$ cat src/rtl/program_counter.sv
// Program-address generator for the MC14500B: increments, jumps and returns via a
// small register-based return-address stack with sticky overflow/underflow flags.
module program_counter #(
    parameter int unsigned ADDR_W = 8,
    parameter int unsigned DEPTH  = 4
) (
    input  logic                     clk,
    input  logic                     reset,
    input  logic                     pc_reset,
    input  logic                     en,
    input  logic                     jmp,
    input  logic                     rtn,
    input  logic [ADDR_W-1:0]        target,
    output logic [ADDR_W-1:0]        addr,
    output logic [$clog2(DEPTH):0]   sp,
    output logic                     ovf,
    output logic                     unf
);

    localparam int unsigned IDX_W = $clog2(DEPTH);
    localparam int unsigned SP_W  = IDX_W + 1;

    logic [ADDR_W-1:0] r_addr;
    logic [SP_W-1:0]   r_sp;
    logic              r_ovf;
    logic              r_unf;
    logic [ADDR_W-1:0] r_stack [DEPTH];

    logic [ADDR_W-1:0] w_addr_d;
    logic [SP_W-1:0]   w_sp_d;
    logic              w_ovf_d;
    logic              w_unf_d;
    logic              w_push;
    logic              w_full;
    logic              w_empty;
    logic [ADDR_W-1:0] w_addr_inc;
    logic [IDX_W-1:0]  w_push_idx;
    logic [IDX_W-1:0]  w_pop_idx;

    assign w_full     = (r_sp == SP_W'(DEPTH));
    assign w_empty    = (r_sp == '0);
    assign w_addr_inc = r_addr + ADDR_W'(1);
    assign w_push_idx = r_sp[IDX_W-1:0];
    assign w_pop_idx  = IDX_W'(r_sp - SP_W'(1));

    // Priority: pc_reset > !en > jmp > rtn > increment
    always_comb begin
        w_addr_d = w_addr_inc;
        w_sp_d   = r_sp;
        w_ovf_d  = r_ovf;
        w_unf_d  = r_unf;
        w_push   = 1'b0;
        if (pc_reset) begin
            w_addr_d = '0;
            w_sp_d   = '0;
            w_ovf_d  = 1'b0;
            w_unf_d  = 1'b0;
        end else if (!en) begin
            w_addr_d = r_addr;
        end else if (jmp) begin
            w_addr_d = target;
            if (w_full) begin
                w_ovf_d = 1'b1;
            end else begin
                w_push = 1'b1;
                w_sp_d = r_sp + SP_W'(1);
            end
        end else if (rtn) begin
            if (w_empty) begin
                w_unf_d = 1'b1;
            end else begin
                w_addr_d = r_stack[w_pop_idx];
                w_sp_d   = r_sp - SP_W'(1);
            end
        end
    end

    always_ff @(posedge clk or posedge reset) begin
        if (reset) begin
            r_addr <= '0;
            r_sp   <= '0;
            r_ovf  <= 1'b0;
            r_unf  <= 1'b0;
        end else begin
            r_addr <= w_addr_d;
            r_sp   <= w_sp_d;
            r_ovf  <= w_ovf_d;
            r_unf  <= w_unf_d;
        end
    end

    // Stack contents are don't-care after reset, so no reset on the storage.
    always_ff @(posedge clk) begin
        if (w_push) begin
            r_stack[w_push_idx] <= w_addr_inc;
        end
    end

    assign addr = r_addr;
    assign sp   = r_sp;
    assign ovf  = r_ovf;
    assign unf  = r_unf;

endmodule

$ cat config.mk
export PLATFORM = sky130hd
export DESIGN_NAME = program_counter
export DESIGN_NICKNAME = d
export VERILOG_FILES = /design/src/rtl/program_counter.sv
export SDC_FILE = /design/constraint.sdc
export NUM_CORES = 1
export LEC_CHECK = 0
export CORE_ASPECT_RATIO = 0.6
export CORE_MARGIN = 2
export CORE_UTILIZATION = 45
export DETAILED_ROUTE_END_ITERATION = 10
export PLACE_DENSITY = 0.67
export SLEW_MARGIN = 20
export SYNTH_ARGS = -nofsm -noshare
export SYNTH_HDL_FRONTEND = slang
export SYNTH_SLANG_ARGS = --single-unit
$ cat constraint.sdc
create_clock -name clk -period 2.5 [get_ports clk]
set_input_delay 0.375 -clock clk [delete_from_list [all_inputs] [get_ports clk]]
set_output_delay 0.375 -clock clk [all_outputs]
set_load 0.02 [all_outputs]
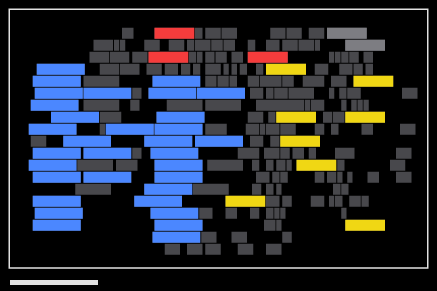
run_1/flops_by_reg.png
The bar under the picture is 20 um long. Other sequential cells in the stronger gray, the rest of the logic in the fainter gray.
[yellow] addr | sequential cells: 8
[red] sp | sequential cells: 3
[blue] r_stack | sequential cells: 32
not colored: 2
sequential cell area share: 48.7%
Seq. pwr: 0.864 mW
Final Util: 56.7%

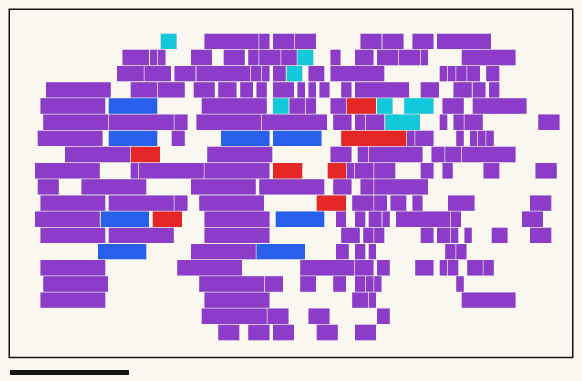
run_1/sizes.png
The bar under the picture is 20 um long.
[cyan] _3 and _4 cells | cells: 7 | share: 3.5%
[red] _6 and larger | cells: 7 | share: 3.5%
[purple] _0 and _1 cells | cells: 176 | share: 89%
[blue] _2 cells | cells: 8 | share: 4.0%
Layout area overhead: 19.5%
Design Area, Final: 2640 um2
bufs w/o clock: 31
worst setup margin: 0.472 ns

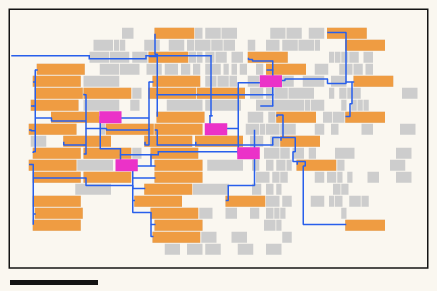
run_1/clk_routes.png
The bar under the picture is 20 um long.
[blue] clock wires | length: 518 um
[magenta] clock drivers | count: 5
[orange] flip-flops | count: 45
routed clock nets: 6
Clk. pwr: 0.543 mW
clock power share: 31.9%
Clock Skews: 0.00972 ns

==> changes_impl.md, run 1 <==
### Metrics

- WP data arrival: 1.98 ns
- FF/Latch Area: 1290 um2
- Max reg flops: 32
- Status: complete, no violations
- MUX area fraction: 9.05%
- Tool warning count: 30
- Met3 wire length: 579 um
- Clk_lat worst skew: 0.29 ns
- Most flop-heavy register: r_stack
- Fin nets: 218
- Place WS: 0.356 ns
- I/O Pins: 27
- Top power group: registers
- Clock-cell share of area: 4.07%
- Clk sinks: 45
- First-pass iteration count of the detailed router: 4
- Worst-path clk slew: 0.09 ns
- Power per standard cell area: 644 nW/um2
- Worst Setup EP: r_stack[1][5]
- Worst path depth: 4
- Comb power frac: 17.4%
- Final worst path period share: 81.1%
- Main flop type: edfxtp_1
- Worst hold slack: 0.428 ns
- Yosys aoi share: 11.1%
- Worst Setup Start Kind: register
- Met1 usage: 32.4%
- Final min period: 2.03 ns
- Total DRC errors in the routed layout: 0
- Final hold violation count: 0
- Setup Buffers After CTS: 0
- Fraction of layout cells with a size suffix above 1: 11.1%
- Total combinational power: 0.297 mW
- Worst slew pin tran: 0.575 ns
- Critical R2R Capture: r_stack[1][5]
- Area after DPL: 2540 um2
- Drt via density: 5.94
- Fmax: 493 MHz
run_1/detail.png
Window x 56 to 86, y 0 to 30 um. Cells in gray, sequential cells in the stronger gray; small squares are vias.
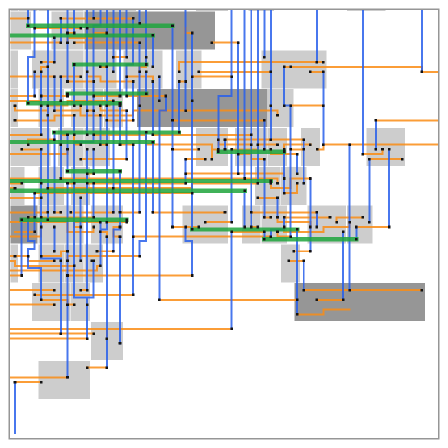

==> run 1 -> run 2 <==
Clock period 2.5 ns to 2.1 ns, I/O delays scaled along.
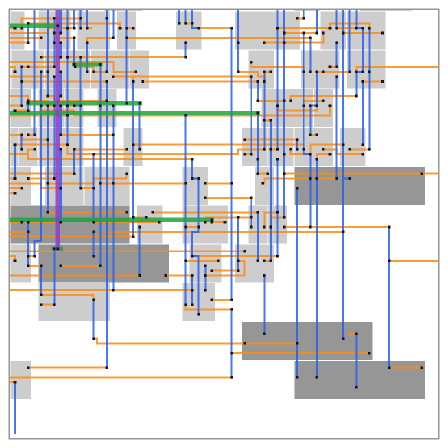
run_2/detail.png
Window x 56 to 86, y 0 to 30 um. Cells in gray, sequential cells in the stronger gray; small squares are vias.
[orange] metal 1
[blue] metal 2
[green] metal 3
[purple] metal 4
netlist names of flops here include: addr (5)
most frequent: nand2_1 (5), nand3_1 (5), dfrtp_1 (5)
sequential cells in the window: 5
cells with their middle in the window: 47

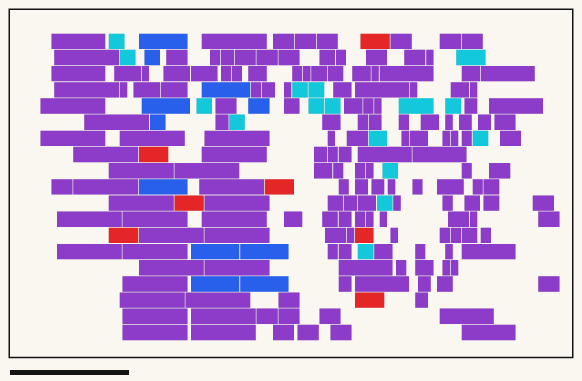
run_2/sizes.png
The bar under the picture is 20 um long.
[purple] _0 and _1 cells | cells: 173 | share: 84%
[blue] _2 cells | cells: 11 | share: 5.3%
[red] _6 and larger | cells: 7 | share: 3.4%
[cyan] _3 and _4 cells | cells: 16 | share: 7.7%
worst setup margin: 0.241 ns
Design Area, Final: 2700 um2

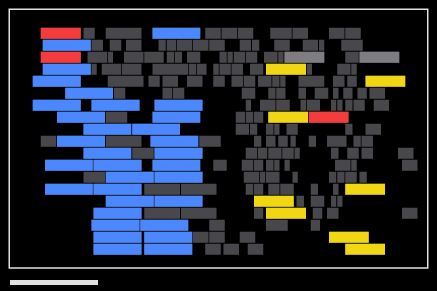
run_2/flops_by_reg.png
The bar under the picture is 20 um long. Other sequential cells in the stronger gray, the rest of the logic in the fainter gray.
[yellow] addr | sequential cells: 8
[red] sp | sequential cells: 3
[blue] r_stack | sequential cells: 32
Seq. pwr: 1.02 mW
FF/Latch Area: 1290 um2
Final Util: 58.0%
sequential cell area share: 47.6%

==> run 2 against run 1 <==
  * Clock skew decreased by 0.0022 ns
  * Routed wire length increased by 1.2%
  * Critical endpoint is now r_stack[3][5]
  * Largest power group unchanged
  * Cell count increased by 3.4%
==> changes_impl.md, run 2 <==
### Metrics

- Place WS: 0.0249 ns (was 0.356 ns)
- Hold crit path type: primary input to async pin (unchanged)
- Main flop type: edfxtp_1 (unchanged)
- Bufs w/o clock: 39 (was 31)
- I/O Pins: 27 (unchanged)
- Final hold violation count: 0 (unchanged)
- Final min period: 1.86 ns (was 2.03 ns)
- Total combinational power: 0.377 mW (was 0.297 mW)
- Ys flops: 45 (unchanged)
- Worst path depth: 4 (unchanged)
- Clk sinks: 45 (unchanged)
- Post-CTS sizing: 0 (unchanged)
- Met1 usage: 34.4% (was 32.4%)
- Syn avg cell area: 12.9 um2 (unchanged)
- Fin nets: 226 (was 218)
- Rows: 19 (unchanged)
- Clk_lat worst skew: 0.31 ns (was 0.29 ns)
- First-pass GRT wire length: 8460 um (was 8250 um)
- Max reg flops: 32 (unchanged)
- Setup Buffers After CTS: 0 (unchanged)
- Area after DPL: 2600 um2 (was 2540 um2)
- Clock power share: 29.4% (was 31.9%)
- Worst-path clk slew: 0.09 ns (about the same)
- Worst Setup EP: r_stack[3][5] (was r_stack[1][5])
- Wire length on met2: 2200 um (was 2300 um)
- WL final: 5390 um (was 5330 um)
- First-pass iteration count of the detailed router: 5 (was 4)
- Met3 wire length: 510 um (was 579 um)
- Post-Syn Nets: 191 (unchanged)
- Clock buffers: 6 (was 5)
- Yosys aoi share: 11.1% (unchanged)
- Psw: 0.550 mW (was 0.447 mW)
- Commonest cells in the netlist: 32 x edfxtp_1, 13 x dfrtp_1, 11 x nand2_1, 8 x a21oi_1, 8 x mux4_2 (unchanged)
- YS chip area: 2210 um2 (unchanged)
- Clk. pwr: 0.582 mW (was 0.543 mW)
- Filler instances: 379 (was 383)
- Layout area overhead: 22.2% (was 19.5%)
- Worst hold slack: 0.358 ns (was 0.428 ns)
- Adder Area Share: 3.39% (unchanged)
- Worst Setup Start Kind: register (unchanged)
- Fmax: 538 MHz (was 493 MHz)
- Most frequent cell after synthesis: edfxtp_1 (unchanged)
- Clock Skews: 0.00753 ns (was 0.00972 ns)
- MUX area fraction: 9.05% (unchanged)
- Drt via density: 5.81 (was 5.94)
- Critical R2R Capture: r_stack[3][5] (was r_stack[1][5])
- DRT iter0 DRCs: 110 (was 137)
- Status: complete, no violations (unchanged)
- Most flop-heavy register: r_stack (unchanged)
- Worst slew pin tran: 0.589 ns (was 0.575 ns)
- Comb power frac: 19.0% (was 17.4%)
- Fraction of layout cells with a size suffix above 1: 16.4% (was 11.1%)
- Drt wl/cell: 20.0 um (was 20.4 um)
- Yosys simple share: 11.9% (unchanged)
- RSZ-0062 raised after global routing: false (unchanged)
- Async SR Flop Fraction: 28.9% (unchanged)
- DIE WIDTH: 94.5 um (unchanged)
- Static leakage: 0.983 nW (was 0.943 nW)
- Top power group: registers (unchanged)
- Final worst path period share: 88.5% (was 81.1%)
- WP data arrival: 1.84 ns (was 1.98 ns)
- Port bufs: 26 (unchanged)
- Tap Cells: 63 (unchanged)
- Power per standard cell area: 733 nW/um2 (was 644 nW/um2)
- CTS tree: built (unchanged)
- Total DRC errors in the routed layout: 0 (unchanged)
- Cell area after synthesis: 2210 um2 (unchanged)
- Clock-cell share of area: 3.70% (was 4.07%)
- Tool warning count: 30 (unchanged)
- Crit path largest cell delay: 0.42 ns (was 0.44 ns)
Power figures rest on the tool's default switching activity, not on a simulated workload.
